## src/rtl/tdes_round_ctrl.sv

```systemverilog
// Sequencing controller for an iterative Triple-DES core: walks one shared
// Feistel round datapath through NUM_PASSES DES passes of 16 rounds each.
module tdes_round_ctrl #(
    parameter int NUM_PASSES = 3,
    parameter int NUM_ROUNDS = 16
) (
    input  logic       clk,
    input  logic       n_rst,
    input  logic       start,
    input  logic       mode,
    input  logic       abort,
    output logic       busy,
    output logic       load_block,
    output logic       load_key,
    output logic [1:0] key_sel,
    output logic       dec,
    output logic       round_en,
    output logic [3:0] round_idx,
    output logic [1:0] pass_idx,
    output logic [1:0] shift_amt,
    output logic       fp_en,
    output logic       done
);

    typedef enum logic [2:0] {
        ST_IDLE  = 3'd0,
        ST_LOAD  = 3'd1,
        ST_ROUND = 3'd2,
        ST_FINAL = 3'd3,
        ST_DONE  = 3'd4
    } state_t;

    localparam logic [1:0] LAST_PASS  = 2'(NUM_PASSES - 1);
    localparam logic [3:0] LAST_ROUND = 4'(NUM_ROUNDS - 1);

    state_t     state_r, state_s;
    logic [3:0] round_r, round_s;
    logic [1:0] pass_r, pass_s;
    logic       mode_r, mode_s;

    logic       busy_s, load_block_s, load_key_s, dec_s, round_en_s, fp_en_s, done_s;
    logic [1:0] key_sel_s, pass_idx_s, shift_amt_s;
    logic [3:0] round_idx_s;

    // EDE order: decrypt walks the keys backwards; single DES always uses key 0.
    function automatic logic [1:0] key_sel_f(input logic [1:0] pass, input logic m);
        logic [1:0] k;
        if (NUM_PASSES == 1) begin
            k = 2'd0;
        end else if (m) begin
            k = 2'd2 - pass;
        end else begin
            k = pass;
        end
        return k;
    endfunction

    // The middle EDE pass always runs opposite to the requested direction.
    function automatic logic dec_f(input logic [1:0] pass, input logic m);
        logic d;
        if (NUM_PASSES == 1) begin
            d = m;
        end else begin
            d = m ^ (pass == 2'd1);
        end
        return d;
    endfunction

    // Decrypt uses the encrypt rotation table mirrored, so round 0 needs no shift.
    function automatic logic [1:0] shift_f(input logic d, input logic [3:0] r);
        logic [1:0] s;
        case (r)
            4'd0:              s = d ? 2'd0 : 2'd1;
            4'd1, 4'd8, 4'd15: s = 2'd1;
            default:           s = 2'd2;
        endcase
        return s;
    endfunction

    // Next-state and counter logic; abort overrides every transition outside IDLE.
    always_comb begin
        state_s = state_r;
        round_s = round_r;
        pass_s  = pass_r;
        mode_s  = mode_r;
        case (state_r)
            ST_IDLE: begin
                if (start) begin
                    state_s = ST_LOAD;
                    mode_s  = mode;
                    round_s = 4'd0;
                    pass_s  = 2'd0;
                end else begin
                    state_s = ST_IDLE;
                end
            end
            ST_LOAD: begin
                state_s = ST_ROUND;
                round_s = 4'd0;
            end
            ST_ROUND: begin
                if (round_r == LAST_ROUND) begin
                    state_s = ST_FINAL;
                    round_s = 4'd0;
                end else begin
                    round_s = round_r + 4'd1;
                end
            end
            ST_FINAL: begin
                if (pass_r != LAST_PASS) begin
                    state_s = ST_LOAD;
                    pass_s  = pass_r + 2'd1;
                end else begin
                    state_s = ST_DONE;
                end
            end
            ST_DONE: begin
                state_s = ST_IDLE;
                round_s = 4'd0;
                pass_s  = 2'd0;
            end
            default: begin
                state_s = ST_IDLE;
                round_s = 4'd0;
                pass_s  = 2'd0;
            end
        endcase
        if (abort && (state_r != ST_IDLE)) begin
            state_s = ST_IDLE;
            round_s = 4'd0;
            pass_s  = 2'd0;
        end else begin
            state_s = state_s;
        end
    end

    // Output decode from the next state so every output leaves a flop.
    always_comb begin
        busy_s       = 1'b0;
        load_block_s = 1'b0;
        load_key_s   = 1'b0;
        key_sel_s    = 2'd0;
        dec_s        = 1'b0;
        round_en_s   = 1'b0;
        shift_amt_s  = 2'd0;
        fp_en_s      = 1'b0;
        done_s       = 1'b0;
        round_idx_s  = round_s;
        pass_idx_s   = pass_s;
        case (state_s)
            ST_IDLE: begin
                busy_s = 1'b0;
            end
            ST_LOAD: begin
                busy_s       = 1'b1;
                load_key_s   = 1'b1;
                load_block_s = (pass_s == 2'd0);
                key_sel_s    = key_sel_f(pass_s, mode_s);
                dec_s        = dec_f(pass_s, mode_s);
            end
            ST_ROUND: begin
                busy_s      = 1'b1;
                round_en_s  = 1'b1;
                key_sel_s   = key_sel_f(pass_s, mode_s);
                dec_s       = dec_f(pass_s, mode_s);
                shift_amt_s = shift_f(dec_f(pass_s, mode_s), round_s);
            end
            ST_FINAL: begin
                busy_s    = 1'b1;
                fp_en_s   = 1'b1;
                key_sel_s = key_sel_f(pass_s, mode_s);
                dec_s     = dec_f(pass_s, mode_s);
            end
            ST_DONE: begin
                busy_s = 1'b1;
                done_s = 1'b1;
            end
            default: begin
                busy_s = 1'b0;
            end
        endcase
    end

    // State, counters and registered outputs.
    always_ff @(posedge clk or negedge n_rst) begin
        if (!n_rst) begin
            state_r    <= ST_IDLE;
            round_r    <= 4'd0;
            pass_r     <= 2'd0;
            mode_r     <= 1'b0;
            busy       <= 1'b0;
            load_block <= 1'b0;
            load_key   <= 1'b0;
            key_sel    <= 2'd0;
            dec        <= 1'b0;
            round_en   <= 1'b0;
            round_idx  <= 4'd0;
            pass_idx   <= 2'd0;
            shift_amt  <= 2'd0;
            fp_en      <= 1'b0;
            done       <= 1'b0;
        end else begin
            state_r    <= state_s;
            round_r    <= round_s;
            pass_r     <= pass_s;
            mode_r     <= mode_s;
            busy       <= busy_s;
            load_block <= load_block_s;
            load_key   <= load_key_s;
            key_sel    <= key_sel_s;
            dec        <= dec_s;
            round_en   <= round_en_s;
            round_idx  <= round_idx_s;
            pass_idx   <= pass_idx_s;
            shift_amt  <= shift_amt_s;
            fp_en      <= fp_en_s;
            done       <= done_s;
        end
    end

endmodule

```

## config.mk

```make
export PLATFORM = sky130hd
export DESIGN_NAME = tdes_round_ctrl
export DESIGN_NICKNAME = d
export VERILOG_FILES = /design/src/rtl/tdes_round_ctrl.sv
export SDC_FILE = /design/constraint.sdc
export NUM_CORES = 1
export LEC_CHECK = 0
export CORE_UTILIZATION = 45
export DETAILED_ROUTE_END_ITERATION = 12
export HOLD_SLACK_MARGIN = 0.03
export PLACE_DENSITY = 0.74
export SYNTH_ARGS = -nofsm -noshare
export SYNTH_HDL_FRONTEND = slang
export SYNTH_SLANG_ARGS = --single-unit
```

## constraint.sdc

```tcl
create_clock -name clk -period 2 [get_ports clk]
set_input_delay 0.2 -clock clk [delete_from_list [all_inputs] [get_ports clk]]
set_output_delay 0.2 -clock clk [all_outputs]
set_load 0.01 [all_outputs]
```

Met2 routing:
Cells faint in the background.
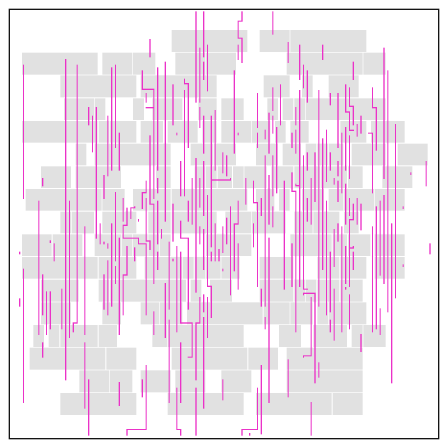
The layer holds 53% of the routed length. The longest straight run is 38.4 um. The layer carries 1360 um of wire.

Congestion heat map:
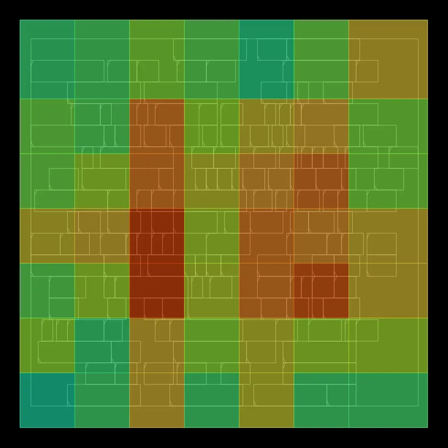
global routing usage on met3: 0.0208
utilization after layout: 0.686
GRT Overall Usage: 0.225

M3 wires:
Scale bar: 20 um. Cells faint in the background.
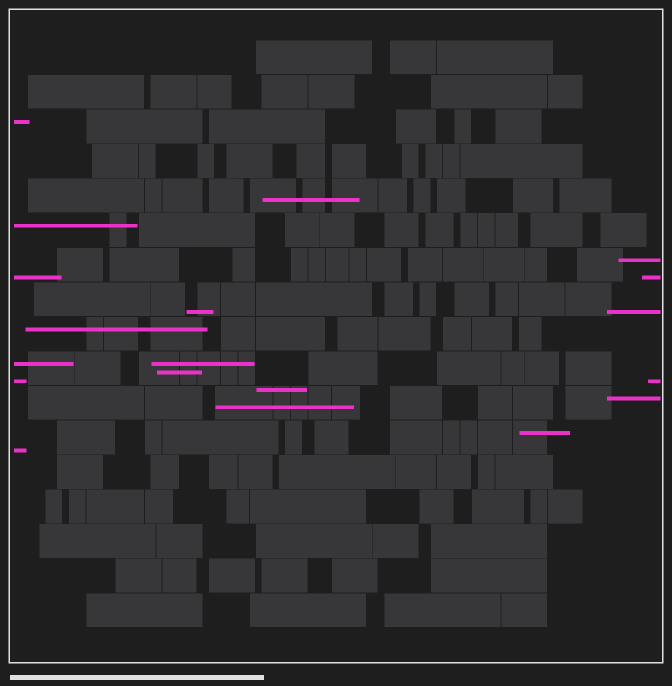
The longest straight run is 14.0 um. The layer carries 84.4 um of wire. The wires run mostly horizontal. 17 nets have wire on it.

==> run_results.csv <==
group,metric,value,unit
grt,grt_pass1_wl,4.31,mm
synth,ys_cells,109,
floorplanning,fp-row-count,17,
route,drt-pass1-iter-count,4,
grt,antenna_found_initial,0,
sta,finalHoldWorstSlack,0.229,ns
synth,netlist-cell-type-count,39,
floorplanning,boundaryPins,22,
grt,first_global_vias,963,
placement,gp_routability_congestion,0.813,
sta,slew_headroom,0.754,
floorplanning,design.core.area,0.00225,mm^2
sta,finalCritPeriodShare,0.976,
sta,clock_skews,0.00257,ns
min_path,hp-class,"in2async",
clock_tree,cts-root-to-sink-buffers,2,
power_and_ir_drop,pnr_total_power,1.78,mW
cells_and_area,register_area,526,um^2
clock_tree,cts-buffers-inserted,3,
route,vias,960,
cells_and_area,finish.net_count,160,
cells_and_area,layout-area-overhead-vs-synth,41.3,%
cells_and_area,share_of_final_layout_standard_cells_stronger_than_drive_strength_1,0.235,
run,cap_violations,0,
run,count_of_warning_messages_emitted_by_the_tools,29,
power_and_ir_drop,peakVddDrop,0.000800,V
worst_setup_path,critical_path_capture_point_type,"flop",
clock_tree,tritoncts,"done",
synth,netlist_area,0.00109,mm^2
synth,syn_inst,109,
route,final_antenna_net_count,0,
route,drt_iter0_markers,17,
worst_setup_path,slowest_delay,0.41,ns
synth,netlist.area_leader.share,0.480,
clock_tree,cts.root.buffer_cell,"sky130_fd_sc_hd__clkbuf_4",
worst_setup_path,crit_path_max_fanout,5,
status,run_status,"complete, no violations",
clock_tree,clock_insertion_delay_at_the_later_pin_of_the_skew_report,0.29,ns
synth,ys_top_cells_by_area,"sky130_fd_sc_hd__dfrtp_1 48%, sky130_fd_sc_hd__ha_1 5.7%, sky130_fd_sc_hd__nor2_1 4.8%, sky130_fd_sc_hd__nand2_1 3.1%, sky130_fd_sc_hd__inv_1 2.1%",
clock_tree,clock_sinks,21,
synth,synth_warnings,0,
power_and_ir_drop,leak_pwr,0.700,nW
worst_setup_path,worstPathArrival,2.15,ns
route,route.detailed.wl_per_inst,14.4,um
route,detail_route.wirelength,2.56,mm
worst_setup_path,cp-start-kind,"flop",
synth,postSynthRegisterBits,21,
cells_and_area,multi_input_comb_area,581,um^2
worst_setup_path,critical-path-slowest-cell,"sky130_fd_sc_hd__dfrtp_1",
synth,yosys-stat-area,0.00109,mm^2
sta,final_setup_violations,0,
clock_tree,cts.hold.buffers_added,0,
grt,grt-ovfl-total,0,
cells_and_area,final.fill_count,184,
synth,synth.largest_area_cell,"sky130_fd_sc_hd__dfrtp_1",
floorplanning,die_x,51.3,um
sta,setup_repair_after_global_routing_missed_its_margin,"true",
floorplanning,die.size.y,51.3,um
synth,syn_avg_cell_area,10.0,um^2
power_and_ir_drop,power_density,1150,mW/mm^2
synth,yosys.stat.seqShare,0.480,
route,drt-vias-per-instance,5.42,
cells_and_area,stdcell_count,177,
worst_setup_path,crit_type,"reg2reg",
route,remaining_drc_errors,0,
sta,layout_min_cycle_time,1.95,ns
clock_tree,htree_num_levels,1,
placement,count_of_buffers_inserted_at_the_top_level_ports,21,
sta,max_clock_freq,0.512,GHz
placement,detailedPlacementHpwl,1.89,mm
placement,numPlacedInstances,171,
synth,synth-edff-count,0,
worst_setup_path,worstPathCellList,"buf_6 -> nand3_1 -> or3_4 -> a311oi_4 -> xnor2_1 -> o22ai_1 -> a32o_1",
cells_and_area,antennaDiodeCount,0,
cells_and_area,mostFrequentLayoutCells,"21 x sky130_fd_sc_hd__dfrtp_1, 21 x sky130_fd_sc_hd__clkdlybuf4s50_1, 15 x sky130_fd_sc_hd__buf_4",
floorplanning,design.die.area,0.00263,mm^2
synth,asyncSetResetFlopFracSynth,1.00,
worst_setup_path,critical_path_required,2.19,ns
sta,finalMaxSlewViolations,0,
floorplanning,floorplan.initialDensity,0.486,
grt,grt_max_degree,22,
clock_tree,cts.reportedPaths.clkPinSlew,0.10,ns
synth,synth_nets,119,
worst_setup_path,timing.reg2reg.setup_slack,0.05,ns
sta,final-hold-violation-count,0,
synth,flop_cell,"sky130_fd_sc_hd__dfrtp_1",
sta,worst_pin_slew,0.368,ns
## state kept, by name (all words and copies together), names as in the netlist, 2 cells and up
signal,count
state_r,3
key_sel,2
round_r,4
pass_r,2
shift_amt,2
## cell usage after synthesis (2+ instances only)
cell,n
sky130_fd_sc_hd__nand2_1,9
sky130_fd_sc_hd__ha_1,5
sky130_fd_sc_hd__nor3_1,3
sky130_fd_sc_hd__inv_1,6
sky130_fd_sc_hd__and2_1,3
sky130_fd_sc_hd__nor2b_1,2
sky130_fd_sc_hd__or2_1,2
sky130_fd_sc_hd__nor2_1,14
sky130_fd_sc_hd__mux2i_1,2
sky130_fd_sc_hd__dfrtp_1,21
sky130_fd_sc_hd__a21boi_0,2
sky130_fd_sc_hd__nand3_1,3
sky130_fd_sc_hd__buf_2,2
sky130_fd_sc_hd__o21ai_0,3
sky130_fd_sc_hd__nand2b_1,3
sky130_fd_sc_hd__o22ai_1,2
sky130_fd_sc_hd__a21oi_1,3
sky130_fd_sc_hd__mux2_2,2
sky130_fd_sc_hd__or3_1,2
## final timing paths
path                            start            to  cells past startpoint
hold / removal                  n_rst    load_block                      2
setup reg to reg           round_r[0]  shift_amt[0]                      7
hold reg to reg                mode_r        mode_r                      2
setup / recovery           round_r[0]  shift_amt[0]                      7
max in group asynchronous       n_rst    state_r[0]                      2
min in group clk               mode_r        mode_r                      2
## timing repair
action / in CTS / in global routing
endpoints found under the setup margin: 0 / 5
gates resized: 0 / 14
buffers inserted: 0 / 2
## worst max-delay path, delay by kind of cell, from the launching register on
family	cells	cell delay [ns]
xor gates and xnor gates	1	0.16
and+or+nand+nor	2	0.51
buffers and inverters	1	0.13
DFF	1	0.41
AOI/OAI and AO/OA	3	0.65
## final cells by class
class / count / area share
clock buffer: 4 / 0.0170
inverter: 6 / 0.0146
multi-input combinational: 79 / 0.375
sequential: 21 / 0.340
tap: 28 / 0.0227
timing repair buffer: 39 / 0.231
## per-stage QoR
step / instance area (um^2) / setup WS (ns) / setup TNS, ns
detailed placement: 1450 / -0.00668 / -0.00668
finish: 1550 / 0.0477 / 0
floorplan: 1090 / 0.0328 / 0
global placement: 1450 / 0.0149 / 0
CTS: 1470 / 0.00405 / 0
global route: 1550 / -0.0295 / -0.0421
## kinds of logic after synthesis
family / count (synthesis) / share of synthesized area
AND-OR/OR-AND: 23 / 0.165
buffers and inverters: 9 / 0.0331
flip-flops: 21 / 0.480
AND/OR/NAND/NOR: 45 / 0.210
adder cells (fa/ha/maj): 5 / 0.0571
XOR/XNOR: 2 / 0.0160
multiplexers: 4 / 0.0389
## power by group
group	switching (mW)	leakage [nW]	internal (mW)
registers	0.0488	0.281	0.533
logic	0.496	0.404	0.514
clock network	0.116	0.0150	0.0777
total	0.660	0.700	1.12
## per-layer routing
metal | part of all wire | vias up | wire [um] | global-route usage
met5 | 0 | - | 0 | 0
met1 | 0.43 | 463 | 1100 | 0.257
met4 | 0.0063 | 0 | 16 | 0.0946
li1 | - | 469 | - | -
met2 | 0.53 | 26 | 1360 | 0.423
met3 | 0.033 | 2 | 84 | 0.0208
Power figures rest on the tool's default switching activity, not on a simulated workload.
